**Clock wires, drivers and flops**

The bar under the picture is 10 um long.
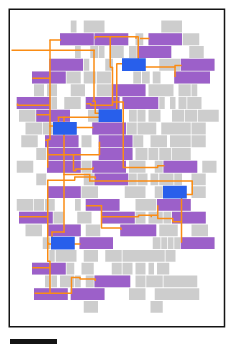
**The metal 3 layer**

Cells faint in the background.
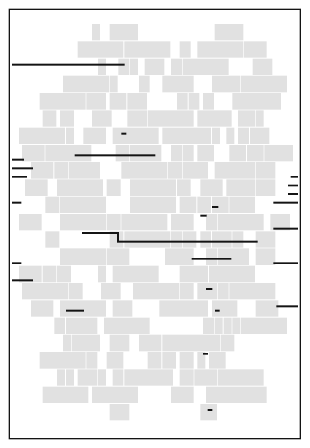
File: src/rtl/lottery_input_cond.sv
`default_nettype none
// ============================================================================
//  Module      : lottery_input_cond
//  Description : Input conditioning for the lottery entry panel. Synchronizes
//                the raw pushbuttons and digit switches, debounces both keys,
//                turns debounced presses into single-cycle events and runs a
//                small collect/ready/done controller that emits insert,
//                finish and digit_err pulses along with the held digit and
//                the running digit count.
//  Revision    : 1.0 - initial release
// ============================================================================
module lottery_input_cond #(
  parameter int DEBOUNCE_CYCLES = 16
) (
  input  logic       clk,
  input  logic       reset,
  input  logic       key_insert_n,
  input  logic       key_finish_n,
  input  logic [3:0] sw_num,
  output logic       insert,
  output logic       finish,
  output logic [3:0] num,
  output logic       digit_err,
  output logic [2:0] count
);

  // Counter only has to reach DEBOUNCE_CYCLES-1 before the level flips.
  localparam int               CNT_W    = (DEBOUNCE_CYCLES > 1) ? $clog2(DEBOUNCE_CYCLES) : 1;
  localparam logic [CNT_W-1:0] CNT_LAST = CNT_W'(DEBOUNCE_CYCLES - 1);

  localparam logic [1:0] COLLECT = 2'd0;
  localparam logic [1:0] READY   = 2'd1;
  localparam logic [1:0] DONE    = 2'd2;

  localparam logic [2:0] MAX_DIGITS      = 3'd5;
  localparam logic [3:0] MAX_DIGIT_VALUE = 4'd9;

  // Bit 0 carries the insert key, bit 1 the finish key.
  logic [1:0] key_meta;
  logic [1:0] key_sync;
  logic [3:0] sw_meta;
  logic [3:0] sw_sync;
  logic [1:0] press;
  logic [1:0] state;

  // Two-flop synchronizers; idle level is all ones (keys released).
  always_ff @(posedge clk) begin
    if (reset) begin
      key_meta <= '1;
      key_sync <= '1;
      sw_meta  <= '1;
      sw_sync  <= '1;
    end else begin
      key_meta <= {key_finish_n, key_insert_n};
      key_sync <= key_meta;
      sw_meta  <= sw_num;
      sw_sync  <= sw_meta;
    end
  end

  generate
    for (genvar k = 0; k < 2; k++) begin : g_debounce
      logic             stable;
      logic [CNT_W-1:0] cnt;
      logic             evt;

      // Accept a new level only after it persists; flag the 1->0 flip as a press.
      always_ff @(posedge clk) begin
        if (reset) begin
          stable <= 1'b0;
          cnt    <= '0;
          evt    <= 1'b0;
        end else begin
          evt <= 1'b0;
          if (key_sync[k] == stable) begin
            cnt <= '0;
          end else if (cnt == CNT_LAST) begin
            stable <= key_sync[k];
            cnt    <= '0;
            evt    <= ~key_sync[k];
          end else begin
            cnt <= cnt + 1'b1;
          end
        end
      end

      assign press[k] = evt;
    end
  endgenerate

  // Entry controller. Finish is judged on the state held before this cycle,
  // so an insert that completes the fifth digit never coincides with finish.
  always_ff @(posedge clk) begin
    if (reset) begin
      state     <= COLLECT;
      insert    <= 1'b0;
      finish    <= 1'b0;
      digit_err <= 1'b0;
      num       <= 4'd0;
      count     <= 3'd0;
    end else begin
      insert    <= 1'b0;
      finish    <= 1'b0;
      digit_err <= 1'b0;
      case (state)
        COLLECT: begin
          if (press[0]) begin
            if (sw_sync <= MAX_DIGIT_VALUE) begin
              num    <= sw_sync;
              insert <= 1'b1;
              count  <= count + 3'd1;
              if (count == MAX_DIGITS - 3'd1) begin
                state <= READY;
              end
            end else begin
              digit_err <= 1'b1;
            end
          end
        end
        READY: begin
          if (press[1]) begin
            finish <= 1'b1;
            state  <= DONE;
          end
        end
        DONE: begin
          state <= DONE;
        end
        default: begin
          state <= COLLECT;
        end
      endcase
    end
  end

endmodule
`default_nettype wire

File: config.mk
export PLATFORM = sky130hd
export DESIGN_NAME = lottery_input_cond
export DESIGN_NICKNAME = d
export VERILOG_FILES = /design/src/rtl/lottery_input_cond.sv
export SDC_FILE = /design/constraint.sdc
export NUM_CORES = 1
export LEC_CHECK = 0
export CORE_ASPECT_RATIO = 1.5
export CORE_UTILIZATION = 47
export DETAILED_ROUTE_END_ITERATION = 10
export GPL_TIMING_DRIVEN = 1
export PLACE_DENSITY_LB_ADDON = 0.25
export SKIP_LAST_GASP = 1
export SYNTH_ARGS = -nofsm -noshare
export SYNTH_HDL_FRONTEND = slang
export SYNTH_SLANG_ARGS = --single-unit
File: constraint.sdc
create_clock -name clk -period 1.3 [get_ports clk]
set_input_delay 0.13 -clock clk [delete_from_list [all_inputs] [get_ports clk]]
set_output_delay 0.13 -clock clk [all_outputs]
set_load 0.01 [all_outputs]
==> results.toml <==
# implementation run metrics
[routing]
routed_wl_um = 2265
wl_per_cell_um = 11.50
drtIter0Drc = 13
first_pass_iters = 4

[final_timing]
whs_ns = 0.3982
max_slew_margin = 0.6802
drv_slew = 0
setup_viol = 1
setup_ws_ns = -0.01336
period_used_share = 1.010
timing_hold_violations_final = 0
tightest_slew_ns = 0.4747
rsz0062_at_grt = "yes"
post-route-min-period_ns = 1.313
finalSetupTns_ns = -0.01336

[worst_setup_path]
path_buffers = 1
crit_slowest_cell = "or4_1"
startpoint_type = "flop"
r2r_start = "state[1]"
crit_type = "flop to flop"
crit_arrival_ns = 1.54
rr_worst_depth = 5
critPathMaxStageDelay_ns = 0.49
crit_path_cell_trace = "inv_4 -> ha_4 -> nand2_4 -> or4_1 -> a21oi_2"
endpoint = "count[2]"

[cells_and_area]
synthToLayoutAreaGrowth_pct = 32.09
final_cell_mix = "dfxtp_1, or2_2, nor2_1, clkdlybuf4s50_1"
flop-count = 36
sh_seq_area = 0.4096
layout_top_cell = "dfxtp_1"
comb_area_frac = 0.3609
regMostFlops = "g_debounce.cnt"
drive_gt1_frac = 0.2688
nClkBuffers = 5
post-route-util = 0.6549
logic_gates = 84
largest_register_ff_count = 8
clockNetworkAreaShare = 0.04944
flop_area_um2 = 725.7

[clocking]
cts_setup_buffers = 2
clk_pin_slew_ns = 0.07
cts.sinks = 36
postCtsHoldBufs = 0

[hold_path]
hp-class = "input port to flop"

[yosys]
ys_types = 28
ys_seq_frac = 0.5373
fa_ha_area_frac = 0.06530
synth_flops = 36
synth_area_per_cell_um2 = 10.24
logic_family = "simple AND/OR/NAND/NOR gates"
synthArstFlopShare = 0
muxShareOfSynthArea = 0.02985
edf_count = 0
synth_area_um2 = 1341
syn_inst = 131

[run_status]
violations = "setup timing"
status = "finished with violations"

[die]
die_area_um2 = 3076
die_h_um = 67.43
chipWidth_um = 45.62
coreArea_um2 = 2705
tap-cell-count = 37
ios = 18

[place]
place_hpwl_um = 1567
port_buffers = 17
globalplace.congestion = 0.8933

[pwr]
comb_power_share = 0.052
clk-power_mw = 0.757

[grt]
grt_max_degree = 35
grt_pass1_wl_um = 3870
overflow = 0
grt_usage = 0.1813
-- 'clock wires, drivers and flops' (at the start) --
[blue] clock-net drivers | count: 5
[purple] flip-flops | count: 36
[orange] clock wires | length: 393 um
routed clock nets: 6
flops lie: widely spread
clock share of power: 0.375
Worst Skew: 0.005692 ns
Insertion Delay late pin: 0.29 ns

-- 'the metal 3 layer' (at the start) --
longest straight run: 21.8 um
nets with wire on the layer: 19
share of all routed wire: 4.4%
wire length on this layer: 99.4 um
main direction: horizontal
Via Count: 974
met3 usage: 0.05882

-- layer usage --
metal  global-route usage  wire length [um]  up-vias
li1                     -                 -      498
met1               0.1684               856      439
met4               0.1515                92        0
met3              0.05882                99       11
met5                    0                 0        -
met2               0.3071              1217       26
-- synth_stat cells (3+ instances only) --
| master | count | area share |
|---|---|---|
| a21oi_1 | 6 | 0.022 |
| clkbuf_1 | 3 | 0.0084 |
| dfxtp_1 | 36 | 0.54 |
| ha_1 | 7 | 0.065 |
| inv_1 | 8 | 0.022 |
| mux2i_1 | 4 | 0.030 |
| nand2b_1 | 4 | 0.019 |
| nand3_1 | 5 | 0.019 |
| nor2_1 | 9 | 0.025 |
| nor3_1 | 3 | 0.011 |
| o21ai_0 | 8 | 0.030 |
| or2_2 | 12 | 0.056 |
| xor2_1 | 6 | 0.039 |
Power figures rest on the tool's default switching activity, not on a simulated workload.
